--- src/rtl/mcp3202_responder_if.sv ---
// rtl/mcp3202_responder_if.sv - SPI pin bundle between the ADC master and the MCP3202 responder
interface mcp3202_responder_if;
  logic spi_sck;
  logic spi_cs_n;
  logic spi_mosi;
  logic spi_miso;
  logic spi_miso_oe;

  modport master (
    output spi_sck,
    output spi_cs_n,
    output spi_mosi,
    input  spi_miso,
    input  spi_miso_oe
  );

  modport slave (
    input  spi_sck,
    input  spi_cs_n,
    input  spi_mosi,
    output spi_miso,
    output spi_miso_oe
  );
endinterface

--- src/rtl/mcp3202_responder.sv ---
// rtl/mcp3202_responder.sv - oversampled SPI slave emulating an MCP3202 12-bit dual-channel ADC
// Optional LSB-first tail (B1..B11 after B0 when MSBF=0) is built only with MCP3202_LSBF_EN defined.
module mcp3202_responder #(
  parameter int SYNC_STAGES = 2
) (
  input  logic                clk,
  input  logic                reset_n,
  mcp3202_responder_if.slave  spi,
  input  logic [11:0]         ch0_sample,
  input  logic [11:0]         ch1_sample,
  output logic                conv_done,
  output logic [2:0]          last_cfg
);

  typedef enum logic [2:0] {
    ST_IDLE,
    ST_WAIT_START,
    ST_CFG,
    ST_NULL,
    ST_MSB_OUT,
    ST_LSB_OUT,
    ST_DONE
  } state_t;

  logic [SYNC_STAGES-1:0] sck_sync;
  logic [SYNC_STAGES-1:0] cs_sync;
  logic [SYNC_STAGES-1:0] mosi_sync;
  logic                   sck_d;
  logic                   cs_d;

  // cs chain resets low so a master already holding cs_n low across reset does not look like a fresh fall
  always_ff @(posedge clk or negedge reset_n) begin
    if (!reset_n) begin
      sck_sync  <= '0;
      cs_sync   <= '0;
      mosi_sync <= '0;
      sck_d     <= 1'b0;
      cs_d      <= 1'b0;
    end else begin
      sck_sync  <= {sck_sync[SYNC_STAGES-2:0], spi.spi_sck};
      cs_sync   <= {cs_sync[SYNC_STAGES-2:0], spi.spi_cs_n};
      mosi_sync <= {mosi_sync[SYNC_STAGES-2:0], spi.spi_mosi};
      sck_d     <= sck_sync[SYNC_STAGES-1];
      cs_d      <= cs_sync[SYNC_STAGES-1];
    end
  end

  logic sck_s, cs_s, mosi_s;
  logic sck_rise, sck_fall, cs_fall;

  assign sck_s    = sck_sync[SYNC_STAGES-1];
  assign cs_s     = cs_sync[SYNC_STAGES-1];
  assign mosi_s   = mosi_sync[SYNC_STAGES-1];
  assign sck_rise = !cs_s && sck_s && !sck_d;
  assign sck_fall = !cs_s && !sck_s && sck_d;
  assign cs_fall  = !cs_s && cs_d;

  state_t      state, state_nxt;
  logic [3:0]  bit_cnt, bit_cnt_nxt;
  logic        sgl_q, sgl_nxt;
  logic        odd_q, odd_nxt;
  logic        msbf_q, msbf_nxt;
  logic [11:0] conv_q, conv_nxt;
  logic        miso_q, miso_nxt;
  logic        oe_q, oe_nxt;
  logic        done_q, done_nxt;
  logic [2:0]  cfg_q, cfg_nxt;

  logic [12:0] diff;
  logic [11:0] conv_sel;

  // Differential result is unsigned, so a negative 13-bit difference clamps to zero
  always_comb begin
    diff     = odd_q ? ({1'b0, ch1_sample} - {1'b0, ch0_sample})
                     : ({1'b0, ch0_sample} - {1'b0, ch1_sample});
    conv_sel = 12'd0;
    if (sgl_q)
      conv_sel = odd_q ? ch1_sample : ch0_sample;
    else if (!diff[12])
      conv_sel = diff[11:0];
  end

  always_ff @(posedge clk or negedge reset_n) begin
    if (!reset_n) begin
      state   <= ST_IDLE;
      bit_cnt <= 4'd0;
      sgl_q   <= 1'b0;
      odd_q   <= 1'b0;
      msbf_q  <= 1'b0;
      conv_q  <= 12'd0;
      miso_q  <= 1'b0;
      oe_q    <= 1'b0;
      done_q  <= 1'b0;
      cfg_q   <= 3'b000;
    end else begin
      state   <= state_nxt;
      bit_cnt <= bit_cnt_nxt;
      sgl_q   <= sgl_nxt;
      odd_q   <= odd_nxt;
      msbf_q  <= msbf_nxt;
      conv_q  <= conv_nxt;
      miso_q  <= miso_nxt;
      oe_q    <= oe_nxt;
      done_q  <= done_nxt;
      cfg_q   <= cfg_nxt;
    end
  end

  always_comb begin
    state_nxt   = state;
    bit_cnt_nxt = bit_cnt;
    sgl_nxt     = sgl_q;
    odd_nxt     = odd_q;
    msbf_nxt    = msbf_q;
    conv_nxt    = conv_q;
    miso_nxt    = miso_q;
    oe_nxt      = oe_q;
    done_nxt    = 1'b0;
    cfg_nxt     = cfg_q;

    // Deasserted chip select wins over any SCK edge seen in the same cycle
    if (cs_s) begin
      state_nxt = ST_IDLE;
      miso_nxt  = 1'b0;
      oe_nxt    = 1'b0;
    end else begin
      case (state)
        ST_IDLE: begin
          if (cs_fall)
            state_nxt = ST_WAIT_START;
        end
        ST_WAIT_START: begin
          if (sck_rise && mosi_s) begin
            state_nxt   = ST_CFG;
            bit_cnt_nxt = 4'd0;
          end
        end
        ST_CFG: begin
          if (sck_rise) begin
            bit_cnt_nxt = bit_cnt + 4'd1;
            case (bit_cnt)
              4'd0:    sgl_nxt = mosi_s;
              4'd1:    odd_nxt = mosi_s;
              default: begin
                msbf_nxt  = mosi_s;
                cfg_nxt   = {sgl_q, odd_q, mosi_s};
                conv_nxt  = conv_sel;
                state_nxt = ST_NULL;
              end
            endcase
          end
        end
        ST_NULL: begin
          if (sck_fall) begin
            oe_nxt      = 1'b1;
            miso_nxt    = 1'b0;
            bit_cnt_nxt = 4'd0;
            state_nxt   = ST_MSB_OUT;
          end
        end
        ST_MSB_OUT: begin
          // bit_cnt counts bits already driven; 12 means B0 is on the wire
          if (sck_fall) begin
            if (bit_cnt != 4'd12) begin
              miso_nxt    = conv_q[4'd11 - bit_cnt];
              bit_cnt_nxt = bit_cnt + 4'd1;
            end else begin
              done_nxt = 1'b1;
`ifdef MCP3202_LSBF_EN
              if (!msbf_q) begin
                miso_nxt    = conv_q[1];
                bit_cnt_nxt = 4'd2;
                state_nxt   = ST_LSB_OUT;
              end else begin
                miso_nxt  = 1'b0;
                oe_nxt    = 1'b0;
                state_nxt = ST_DONE;
              end
`else
              miso_nxt  = 1'b0;
              oe_nxt    = 1'b0;
              state_nxt = ST_DONE;
`endif
            end
          end
        end
`ifdef MCP3202_LSBF_EN
        ST_LSB_OUT: begin
          if (sck_fall) begin
            if (bit_cnt != 4'd12) begin
              miso_nxt    = conv_q[bit_cnt];
              bit_cnt_nxt = bit_cnt + 4'd1;
            end else begin
              miso_nxt  = 1'b0;
              oe_nxt    = 1'b0;
              state_nxt = ST_DONE;
            end
          end
        end
`endif
        ST_DONE: begin
          miso_nxt = 1'b0;
        end
        default: begin
          state_nxt = ST_IDLE;
          miso_nxt  = 1'b0;
          oe_nxt    = 1'b0;
        end
      endcase
    end
  end

  assign spi.spi_miso    = miso_q;
  assign spi.spi_miso_oe = oe_q;
  assign conv_done       = done_q;
  assign last_cfg        = cfg_q;

endmodule

--- src/flat_wrapper.sv ---
// flat-port wrapper written by rule: the top's interface ports become plain ports
module mcp3202_responder_flat 
#(
  parameter int SYNC_STAGES = 2
)
  (clk, reset_n, ch0_sample, ch1_sample, conv_done, last_cfg, spi_spi_sck, spi_spi_cs_n, spi_spi_mosi, spi_spi_miso, spi_spi_miso_oe);
  mcp3202_responder_if spi_i ();
  input  logic clk;
  input  logic reset_n;
  input  logic [11:0] ch0_sample;
  input  logic [11:0] ch1_sample;
  output logic conv_done;
  output logic [2:0] last_cfg;
  input wire logic [$bits(spi_i.spi_sck)-1:0] spi_spi_sck;
  input wire logic [$bits(spi_i.spi_cs_n)-1:0] spi_spi_cs_n;
  input wire logic [$bits(spi_i.spi_mosi)-1:0] spi_spi_mosi;
  output wire logic [$bits(spi_i.spi_miso)-1:0] spi_spi_miso;
  output wire logic [$bits(spi_i.spi_miso_oe)-1:0] spi_spi_miso_oe;
  assign spi_i.spi_sck = spi_spi_sck;
  assign spi_i.spi_cs_n = spi_spi_cs_n;
  assign spi_i.spi_mosi = spi_spi_mosi;
  assign spi_spi_miso = spi_i.spi_miso;
  assign spi_spi_miso_oe = spi_i.spi_miso_oe;
  mcp3202_responder #(.SYNC_STAGES(SYNC_STAGES)) u_core (.clk(clk), .reset_n(reset_n), .spi(spi_i), .ch0_sample(ch0_sample), .ch1_sample(ch1_sample), .conv_done(conv_done), .last_cfg(last_cfg));
endmodule
--- config.mk ---
export PLATFORM = sky130hd
export DESIGN_NAME = mcp3202_responder_flat
export DESIGN_NICKNAME = d
export VERILOG_FILES = /design/src/rtl/mcp3202_responder_if.sv /design/src/rtl/mcp3202_responder.sv /design/src/flat_wrapper.sv
export SDC_FILE = /design/constraint.sdc
export NUM_CORES = 1
export LEC_CHECK = 0
export CAP_MARGIN = 10
export CELL_PAD_IN_SITES_DETAIL_PLACEMENT = 0
export CELL_PAD_IN_SITES_GLOBAL_PLACEMENT = 1
export CORE_UTILIZATION = 50
export CTS_BUF_LIST = sky130_fd_sc_hd__clkbuf_8
export DETAILED_ROUTE_END_ITERATION = 12
export DONT_BUFFER_PORTS = 1
export PLACE_DENSITY = 0.92
export SYNTH_ARGS = -nofsm -noshare
export SYNTH_HDL_FRONTEND = slang
export SYNTH_SLANG_ARGS = --single-unit
--- constraint.sdc ---
create_clock -name clk -period 2.72 [get_ports clk]
set_clock_uncertainty 0.15 [all_clocks]
set_input_delay 0.544 -clock clk [delete_from_list [all_inputs] [get_ports clk]]
set_output_delay 0.544 -clock clk [all_outputs]
set_load 0.02 [all_outputs]
==> GITHUB_STEP_SUMMARY <==
### Metrics collected by this job

| Metric | Value |
|---|---|
| Status | `finished, final reports clean` |
| Critical path capture point type | `flop` |
| Worst Hold Class | `in -> reg` |
| Initial antenna violation count | `0` |
| Io pins | `35` |
| Yosys chip area | `just over 3000 um2` |
| Max H-tree Level | `2` |
| Critical path's largest stage delay | `0.75 ns` |
| Slew Viols, Final | `0` |
| Crit path arrival time | `about 2.6 ns` |
| Maximum number of buffers from clock root to sink | `2` |
| Layout cells sized above 1 | `approximately an eighth` |
| Post-layout period usage | `a little over nine tenths` |
| Share of the yosys chip area belonging to registers | `between 20 and 30%` |
| Iter 0 DRT Violations | `between 100 and 150` |
| Worst EP required | `~2.8 ns` |
| Vias in the first global route | `~2600` |
| First-pass GRT wire length | `approximately 12000 um` |
| Chip area | `6490 um2` |
| # setup viols final | `0` |
| Area contributors post-synth | `dfrtp_1 (28%), ha_1 (12%), o21ai_0 (6.5%)` |
| Sw Share | `a little over two fifths` |
| Mapped Cells | `~380` |
| Max Cap Viol | `0` |
| First-pass DRT Iterations | `4` |
| DR WL met2 | `around 3400 um` |
| Clock-pin transition on the worst setup and hold timing paths | `~0.08 ns` |
| Clk root buf | `clkbuf_8` |
| Ys cells | `380` |
| Slew HR | `57.1%` |
| Worst reg2reg path endpoint | `u_core.conv_q[10]` |
| Logic area | `roughly 2000 um2` |
| Residual DRC count | `0` |
| Crit start category | `flop` |
| Metal3 WL | `approximately 280 um` |
| Synth Cell Area | `between 3000 and 4000 um2` |
| Hold Path Stages | `0` |
| Fin. Hold Viols | `0` |
| Ant. Diodes | `0` |
| DR top layer | `met4` |
| Commonest cells after routing, fill and taps aside | `nand2_1 (42), o21ai_0 (40), inv_1 (38), dfrtp_1 (35), ha_1 (29)` |
| Int Power | `between 1 and 1.5 mW` |
| Reg2Reg Setup Slack | `0.15 ns` |
| Part of the power in combinational logic | `47.7%` |
| RSZ-0062 raised after global routing | `no` |
| Clock sinks | `35` |
| Mean Syn Cell Area | `between 8 and 9 um2` |
| Critical Path, Cell by Cell | `mux2i_1 > o21ai_1 > a32oi_1 > a311oi_2 > nand2_1 > o21ai_0` |
| Final Net Count | `~450` |
| Post-CTS Resized | `0` |
| TritonCTS Buffers | `5` |
| Wire length on met1 | `about 3100 um` |
| Lkg Pwr | `1.56 nW` |
| Hold endpoint | `u_core.cs_sync[0]` |
| Synth area leader | `dfrtp_1` |
| Setup tns final | `0 ns` |
| DIE HEIGHT | `between 80 and 90 um` |
| Post-CTS Setup Inserts | `0` |
| Area Overhead vs Synth | `8.92%` |
| PwrDens | `between 700 and 800 nW/um2` |
| Kind of critical path | `reg -> reg` |
| Fin crit period | `2.57 ns` |
| WHS | `between 0.1 and 0.15 ns` |
| VDD IR-drop max | `0.447 mV` |
| Placer Congestion | `roughly 0.86` |
| Gr ovfl total | `0` |
| Synth top area share | `28.4%` |
| R2R cell count | `6` |
| Top logic cell by instance count in the layout | `nand2_1` |
| Insertion delay at the late pin of the worst-skew pair | `about 0.30 ns` |
| Actual slew at the worst max-slew pin | `about 0.64 ns` |
| R2R Path Start | `u_core.odd_q` |
| Hold path start | `spi_spi_cs_n` |
| Tool warnings | `approximately 41` |
| Slowest cell on crit path | `dfrtp_1` |
| Number of antenna-violating nets in the routed design | `0` |
| Die width | `approximately 80 um` |
| Psw | `between 1 and 1.5 mW` |
| Unique cell types | `59` |
| CTS tree | `built` |
| Core Util at FP | `between 50% and 60%` |
| Fill cells | `between 500 and 600` |
| Buffers on Ports | `0` |
| Number of nets at floorplan | `about 440` |
| Yosys Warn Count | `0` |
| HPWL after DPL | `5430 um` |
| CP Max Fanout | `16` |
| Post-cts hold buffer count | `2` |
| Synthesized registers | `35` |
| Async set-reset flop share out of synthesis | `100%` |
| Post-synth EDFFs | `0` |
| FMAX | `about 400 MHz` |
| Overall power | `between 2 and 2.5 mW` |
| Clock power share | `16.3%` |
| Via-per-instance ratio | `5.88` |
| Seq. cell area | `between 800 and 900 um2` |
| Ys flop type | `dfrtp_1` |
| Largest net degree at the start of global routing | `36` |
| Reg power frac | `a little over a third` |
## critical path: cells and delay by family (launching register included)
family             cells  cell delay, ns
AOI/OAI and AO/OA      4            1.19
DFF                    1            0.75
muxes                  1            0.19
and+or+nand+nor        1            0.20
## stage by stage
| step | instances | area (um2) | setup slack, ns |
|---|---|---|---|
| 6_report | 466 | 3360 | 0.147 |
| 2_1_floorplan | 380 | 3080 | 0.210 |
| 4_1_cts | 466 | 3360 | 0.183 |
| 5_1_grt | 466 | 3360 | 0.0260 |
| 3_5_place_dp | 456 | 3240 | -0.0585 |
| 3_3_place_gp | 456 | 3240 | 0.111 |
## state kept, by name, indices dropped and copies added, names as in the netlist
signal                  flops
u_core.bit_cnt              4
u_core.conv_done            1
u_core.conv_q              12
u_core.cs_d                 1
u_core.cs_sync              2
u_core.last_cfg             3
u_core.mosi_sync            2
u_core.odd_q                1
u_core.sck_d                1
u_core.sck_sync             2
u_core.sgl_q                1
u_core.spi.spi_miso         1
u_core.spi.spi_miso_oe      1
u_core.state                3
## power by group through the flow
| stage | sequential [mW] | combinational (mW) | clock (mW) |
|---|---|---|---|
| floorplan | 0.788 | 0.924 | 0 |
| global placement | 0.866 | 1.10 | 0 |
| detailed placement | 0.875 | 1.12 | 0 |
| CTS | 0.865 | 1.14 | 0.396 |
| global route | 0.892 | 1.28 | 0.419 |
| finish | 0.867 | 1.15 | 0.392 |
## kinds of logic (layout without fill, tap and decap cells)
| logic type | count (synthesis) | count (layout) | share of synthesized area, % |
|---|---|---|---|
| AOI/OAI and AO/OA | 119 | 119 | 24.5 |
| and+or+nand+nor | 114 | 114 | 17.8 |
| buffers and inverters | 59 | 70 | 8.07 |
| DFF | 35 | 35 | 28.4 |
| adders and majority gates | 31 | 31 | 13.1 |
| muxes | 12 | 12 | 5.31 |
| xor gates and xnor gates | 10 | 10 | 2.84 |
## synth_stat cells, drive strengths merged, types with 3 or more instances
master,instances
nand2,42
o21ai,41
inv,38
dfrtp,35
ha,29
a21oi,27
nor2,27
nand3,14
buf,13
xnor2,10
clkbuf,8
a211oi,7
nor3,7
a221oi,6
and3,6
mux2,5
a21o,4
a31oi,4
mux2i,4
o211ai,4
a2111oi,3
a22o,3
mux4,3
o21bai,3
## layout make-up
type | instances | area share (%)
Multi-Input combinational cell | 286 | 58.3
Clock inverter | 3 | 0.708
Timing Repair Buffer | 24 | 5.81
Sequential cell | 35 | 26.1
Clock buffer | 5 | 2.05
Tap cell | 75 | 2.79
Inverter | 38 | 4.25
## how the worst max path moves through the flow
stage                  start  slack (ns)                end
2_1_floorplan  ch0_sample[0]        0.21   u_core.conv_q[0]
3_3_place_gp   ch0_sample[0]        0.11   u_core.conv_q[0]
5_1_grt         u_core.odd_q        0.03  u_core.conv_q[10]
3_5_place_dp   ch0_sample[0]       -0.06   u_core.conv_q[0]
4_1_cts         u_core.odd_q        0.18   u_core.conv_q[9]
6_report        u_core.odd_q        0.15  u_core.conv_q[10]
## layer usage
layer / global-route usage [%] / vias up
met5: 0 / -
met4: 7.14 / 0
met3: 3.18 / 13
met2: 40.0 / 71
met1: 29.0 / 1288
li1: - / 1366
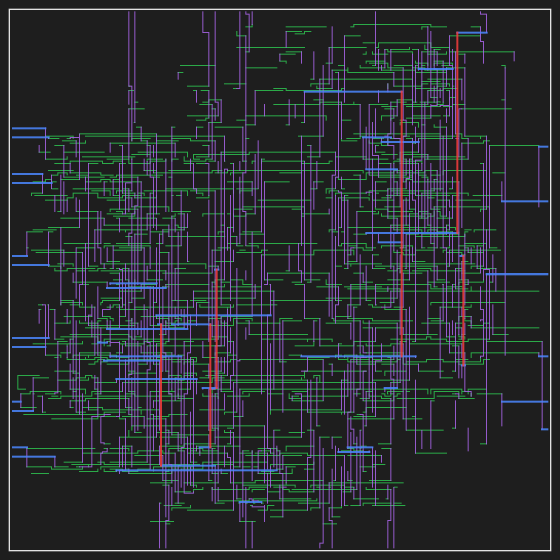
(images/wires.png)
| layer | color | wire length |
|---|---|---|
| metal 1 | green | 3140 um |
| metal 3 | blue | 281 um |
| metal 4 | red | 143 um |
| metal 2 | purple | 3410 um |
drt total wl: 6970 um
GRT Total Usage: 22.9%
via count: 2738
routed len/inst: 15.0 um

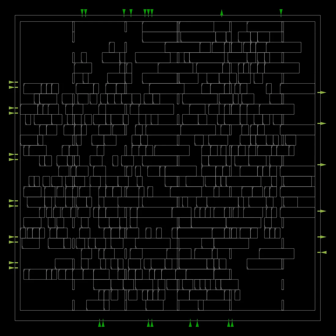
(images/placement.png)
flop count: 35
Layout Cells excl Fill: 466
flop share of the area: 26.1%
total core area: 5920 um2
Core Util, Final: 56.7%

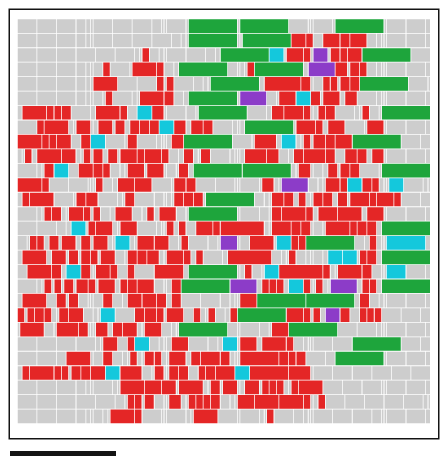
(images/placement_by_type.png)
Scale bar: 20 um. Fill, decap, tap and diode cells in gray.
| class | color | cells |
|---|---|---|
| combinational and other logic | red | 324 |
| clock drivers and dummy loads | purple | 8 |
| flops | green | 35 |
| other buffers and delay cells | cyan | 24 |
Cell Rows: 28
final instance area: 3360 um2

Power and IR drop assume default switching activity.
